[src/rtl/ulpi_reg_access.sv]
// ulpi_reg_access: ULPI PHY register read/write engine with abort retry and timeouts.
// Define ULPI_EXT_ADDR_EN to build the extended (8-bit) register address phase.
module ulpi_reg_access #(
  parameter int TIMEOUT   = 63,
  parameter int MAX_RETRY = 3
) (
  input  logic       clk_ULPI,
  input  logic       rst,
  input  logic       PrR,
  input  logic       PrW,
  input  logic [7:0] ADDR,
  input  logic [7:0] WR_VAL,
  output logic [7:0] REG_VAL,
  output logic       busy,
  output logic       done,
  output logic       err,
  input  logic       DIR,
  input  logic       NXT,
  input  logic [7:0] DATA_I,
  output logic [7:0] DATA_O,
  output logic       DATA_OE,
  output logic       STP
);

  localparam int TW = (TIMEOUT < 1) ? 1 : $clog2(TIMEOUT + 1);
  localparam int RW = (MAX_RETRY < 1) ? 1 : $clog2(MAX_RETRY + 1);
  localparam logic [TW-1:0] T_MAX = TW'(TIMEOUT);
  localparam logic [RW-1:0] R_MAX = RW'(MAX_RETRY);

  typedef enum logic [3:0] {
    IDLE,
    CMD,
`ifdef ULPI_EXT_ADDR_EN
    EXT,
`endif
    WDATA,
    WSTP,
    RTURN,
    RDATA,
    RTURN2,
    WAITBUS
  } state_t;

  state_t        state, state_d, after_addr;
  logic [7:0]    addr_q, addr_d;
  logic [7:0]    wval_q, wval_d;
  logic          wr_q, wr_d;
  logic [RW-1:0] retry, retry_d;
  logic [TW-1:0] tcnt, tcnt_d;
  logic [7:0]    reg_d, dout_d;
  logic [5:0]    cmd_addr;
  logic          done_d, err_d, busy_d, oe_d, stp_d;
  logic          tmo, abort, fail;

`ifdef ULPI_EXT_ADDR_EN
  logic ext_q, ext_d;
`else
  logic unused_hi;
  assign unused_hi = ^addr_q[7:6];
`endif

  always_comb begin
    state_d = state;
    addr_d  = addr_q;
    wval_d  = wval_q;
    wr_d    = wr_q;
    retry_d = retry;
    reg_d   = REG_VAL;
    done_d  = 1'b0;
    err_d   = 1'b0;
    abort   = 1'b0;
    fail    = 1'b0;
    tmo     = (tcnt == T_MAX);
`ifdef ULPI_EXT_ADDR_EN
    ext_d   = ext_q;
    after_addr = ext_q ? EXT : (wr_q ? WDATA : RTURN);
`else
    after_addr = wr_q ? WDATA : RTURN;
`endif

    unique case (state)
      IDLE: begin
        if (!DIR && (PrR || PrW)) begin
          state_d = CMD;
          addr_d  = ADDR;
          wval_d  = WR_VAL;
          wr_d    = PrW;
          retry_d = '0;
`ifdef ULPI_EXT_ADDR_EN
          ext_d   = (ADDR >= 8'h2F);
`endif
        end
      end
      CMD: begin
        if (DIR)      abort   = 1'b1;
        else if (NXT) state_d = after_addr;
        else if (tmo) fail    = 1'b1;
      end
`ifdef ULPI_EXT_ADDR_EN
      EXT: begin
        if (DIR)      abort   = 1'b1;
        else if (NXT) state_d = wr_q ? WDATA : RTURN;
        else if (tmo) fail    = 1'b1;
      end
`endif
      WDATA: begin
        if (DIR)      abort   = 1'b1;
        else if (NXT) state_d = WSTP;
        else if (tmo) fail    = 1'b1;
      end
      WSTP: begin
        state_d = IDLE;
        done_d  = 1'b1;
      end
      RTURN: begin
        if (DIR)      state_d = RDATA;
        else if (tmo) fail    = 1'b1;
      end
      RDATA: begin
        reg_d   = DATA_I;
        state_d = RTURN2;
      end
      RTURN2: begin
        if (!DIR) begin
          state_d = IDLE;
          done_d  = 1'b1;
        end else if (tmo) begin
          fail = 1'b1;
        end
      end
      WAITBUS: begin
        if (!DIR)     state_d = CMD;
        else if (tmo) fail    = 1'b1;
      end
      default: state_d = IDLE;
    endcase

    // PHY grabbed the bus mid-command: back off and retry unless exhausted
    if (abort) begin
      if (retry == R_MAX) begin
        state_d = IDLE;
        err_d   = 1'b1;
      end else begin
        state_d = WAITBUS;
        retry_d = retry + 1'b1;
      end
    end
    if (fail) begin
      state_d = IDLE;
      err_d   = 1'b1;
    end

    if (state_d != state) tcnt_d = '0;
    else if (tmo)         tcnt_d = tcnt;
    else                  tcnt_d = tcnt + 1'b1;

`ifdef ULPI_EXT_ADDR_EN
    cmd_addr = ext_d ? 6'h2F : addr_d[5:0];
`else
    cmd_addr = addr_d[5:0];
`endif

    // outputs are decoded from the next state so they leave the flops aligned
    busy_d = (state_d != IDLE);
    oe_d   = 1'b0;
    stp_d  = 1'b0;
    dout_d = '0;
    unique case (state_d)
      CMD: begin
        oe_d   = 1'b1;
        dout_d = {wr_d ? 2'b10 : 2'b11, cmd_addr};
      end
`ifdef ULPI_EXT_ADDR_EN
      EXT: begin
        oe_d   = 1'b1;
        dout_d = addr_d;
      end
`endif
      WDATA: begin
        oe_d   = 1'b1;
        dout_d = wval_d;
      end
      WSTP: begin
        oe_d  = 1'b1;
        stp_d = 1'b1;
      end
      default: ;
    endcase
  end

  always_ff @(posedge clk_ULPI or negedge rst) begin
    if (!rst) begin
      state   <= IDLE;
      addr_q  <= '0;
      wval_q  <= '0;
      wr_q    <= 1'b0;
      retry   <= '0;
      tcnt    <= '0;
      REG_VAL <= '0;
      busy    <= 1'b0;
      done    <= 1'b0;
      err     <= 1'b0;
      DATA_O  <= '0;
      DATA_OE <= 1'b0;
      STP     <= 1'b0;
`ifdef ULPI_EXT_ADDR_EN
      ext_q   <= 1'b0;
`endif
    end else begin
      state   <= state_d;
      addr_q  <= addr_d;
      wval_q  <= wval_d;
      wr_q    <= wr_d;
      retry   <= retry_d;
      tcnt    <= tcnt_d;
      REG_VAL <= reg_d;
      busy    <= busy_d;
      done    <= done_d;
      err     <= err_d;
      DATA_O  <= dout_d;
      DATA_OE <= oe_d;
      STP     <= stp_d;
`ifdef ULPI_EXT_ADDR_EN
      ext_q   <= ext_d;
`endif
    end
  end

endmodule

[config.mk]
export PLATFORM = sky130hd
export DESIGN_NAME = ulpi_reg_access
export DESIGN_NICKNAME = d
export VERILOG_FILES = /design/src/rtl/ulpi_reg_access.sv
export SDC_FILE = /design/constraint.sdc
export NUM_CORES = 1
export LEC_CHECK = 0
export ABC_AREA = 1
export ABC_CLOCK_PERIOD_IN_PS = 5800
export CAP_MARGIN = 30
export CORE_MARGIN = 1
export CORE_UTILIZATION = 35
export CTS_BUF_LIST = sky130_fd_sc_hd__clkbuf_8
export CTS_CLUSTER_SIZE = 14
export DETAILED_ROUTE_END_ITERATION = 16
export HOLD_SLACK_MARGIN = 0.03
export SYNTH_ARGS = -nofsm -noshare
export SYNTH_HDL_FRONTEND = slang
export SYNTH_SLANG_ARGS = --single-unit
export TNS_END_PERCENT = 100
[constraint.sdc]
create_clock -name clk_ULPI -period 5.8 [get_ports clk_ULPI]
set_clock_uncertainty 0.15 [all_clocks]
set_input_delay 1.74 -clock clk_ULPI [delete_from_list [all_inputs] [get_ports clk_ULPI]]
set_output_delay 1.74 -clock clk_ULPI [all_outputs]
set_load 0.005 [all_outputs]
==> results.yml <==
# implementation run metrics
final_layout:
  layout_top_cells: "nand2_1, dfrtp_1, clkdlybuf4s50_1"
  n_clock_buffer: 5
  seq_cells: 48
  layoutNonFillerInstCount: 378
  final_area_sq_mm: 0.00292
  dominant_cells: "sequential cells"
  final_common_cell: "nand2_1"
min_path:
  hold_path_startpoint: "addr_q[5]"
  hold_class: "flop to flop"
synthesis:
  netlist_top_cells_area: "dfrtp_1, nand2_1, nand3_1"
  yosysSeqAreaShare_pct: 53.1
  ys_cells: 250
  ys_seq_elements: 48
  synth.most_common_cell: "nand2_1"
  syn_nets: 282
  common_cells: "nand2_1, dfrtp_1, nand3_1"
power:
  p_clk_share_pct: 15.8
  powerDensity_mw_per_mm2: 429
worst_setup_path:
  crit_chain: "clkdlybuf4s50_1 -> inv_2 -> nand2_1 -> nor2_2 -> nor2_1 -> nand3_1 -> nand2_2 -> inv_1 -> nand3_2 -> inv_2 -> nand2_1 -> nand2_1"
  rr_endpoint: "DATA_O[3]"
  reg2regPathDepth: 11
  r2r-start: "state[2]"
  cp.arrival_ns: 4.01
  rrSetupSlack_ns: 3.53
floorplanning:
  dieArea_sq_mm: 0.00679
outcome:
  status: "finished clean"
job:
  log.warning_count: 28
  cap_violations: 0
routing:
  vias: 1783
clocking:
  path_clk_slew_ns: 0.09
  cts_resized: 0
  clock_sinks: 48
  cts_setup_buffers: 0
  clock_latency_ns: 0.31
timing:
  rsz0062_at_grt: "false"
  period_used_pct: 67.5
global_route:
  antenna_found_initial: 0
[power by group through the flow]
| stage | clock, W | combinational (W) | sequential (W) |
|---|---|---|---|
| detailed placement | 0 | 0.000542 | 0.000524 |
| floorplan | 0 | 0.000314 | 0.000525 |
| finish | 0.000198 | 0.000535 | 0.000519 |
| global placement | 0 | 0.000538 | 0.000523 |
| CTS | 0.000206 | 0.000546 | 0.000519 |
| global route | 0.000219 | 0.000609 | 0.000535 |
[worst max path at each step]
stage	to	start	cells past startpoint	slack (ns)
final	DATA_O[3]	DIR	12	1.89
after global routing	DATA_O[3]	DIR	12	1.57
after CTS	DATA_O[3]	DIR	12	1.81
after detailed placement	DATA_O[0]	DIR	12	1.49
after global placement	DATA_O[3]	DIR	12	1.47
after floorplan	DATA_O[0]	DIR	12	2.70
[cell families (layout without fill, tap and decap cells)]
group	count (synthesis)	count (layout)	synth area share, %
AND-OR/OR-AND	14	14	3.48
multiplexers	9	9	4.42
buffers and inverters	25	78	4.31
other	1	1	0.166
XOR/XNOR	3	3	1.16
adder cells (fa/ha/maj)	2	2	1.11
flip-flops	48	48	53.1
AND/OR/NAND/NOR	148	148	32.2
[layer usage]
metal	vias up	GRT usage [%]
met1	823	20.1
met5	-	0
li1	899	-
met4	0	5.44
met2	53	24.0
met3	8	5.60
[sequential cells by signal, summed over array words and instances (netlist names)]
signal and flops:
busy 1, wr_q 1, tcnt 6, retry 2, REG_VAL 8, DATA_OE 1
addr_q 6, DATA_O 8, state 4, wval_q 8, STP 1, done 1
err 1
[critical path: cells and delay by family]
| kind | cells | cell delay (ns) |
|---|---|---|
| buffers and inverters | 4 | 1.08 |
| and+or+nand+nor | 8 | 1.18 |
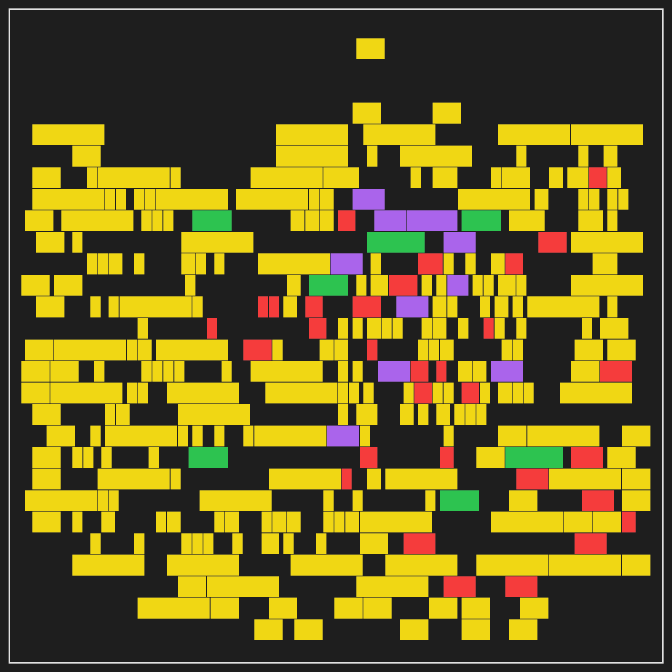
**Above:** cells by drive strength.
[yellow] drive 1 or less | cells: 255 | most used: nand2_1
[green] drive 6 and up | cells: 7 | most used: clkbuf_8
[red] drive 2 | cells: 31 | most used: mux2_2
[purple] drive 3 to 4 | cells: 10

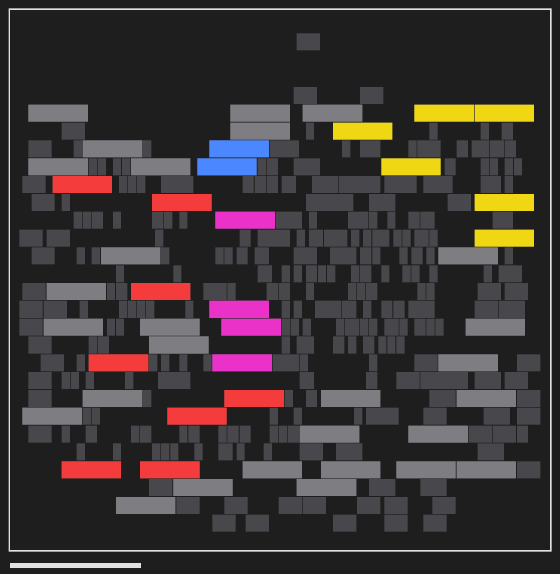
**Above:** where the registers sit.
The bar under the picture is 20 um long.
[red] `wval_q` | sequential cells: 8
[blue] `retry` | sequential cells: 2
[yellow] `tcnt` | sequential cells: 6 | where: upper right
[magenta] `state` | sequential cells: 4 | where: center
not colored: 28

No activity file was given, so power comes from the tool's default toggle rates.
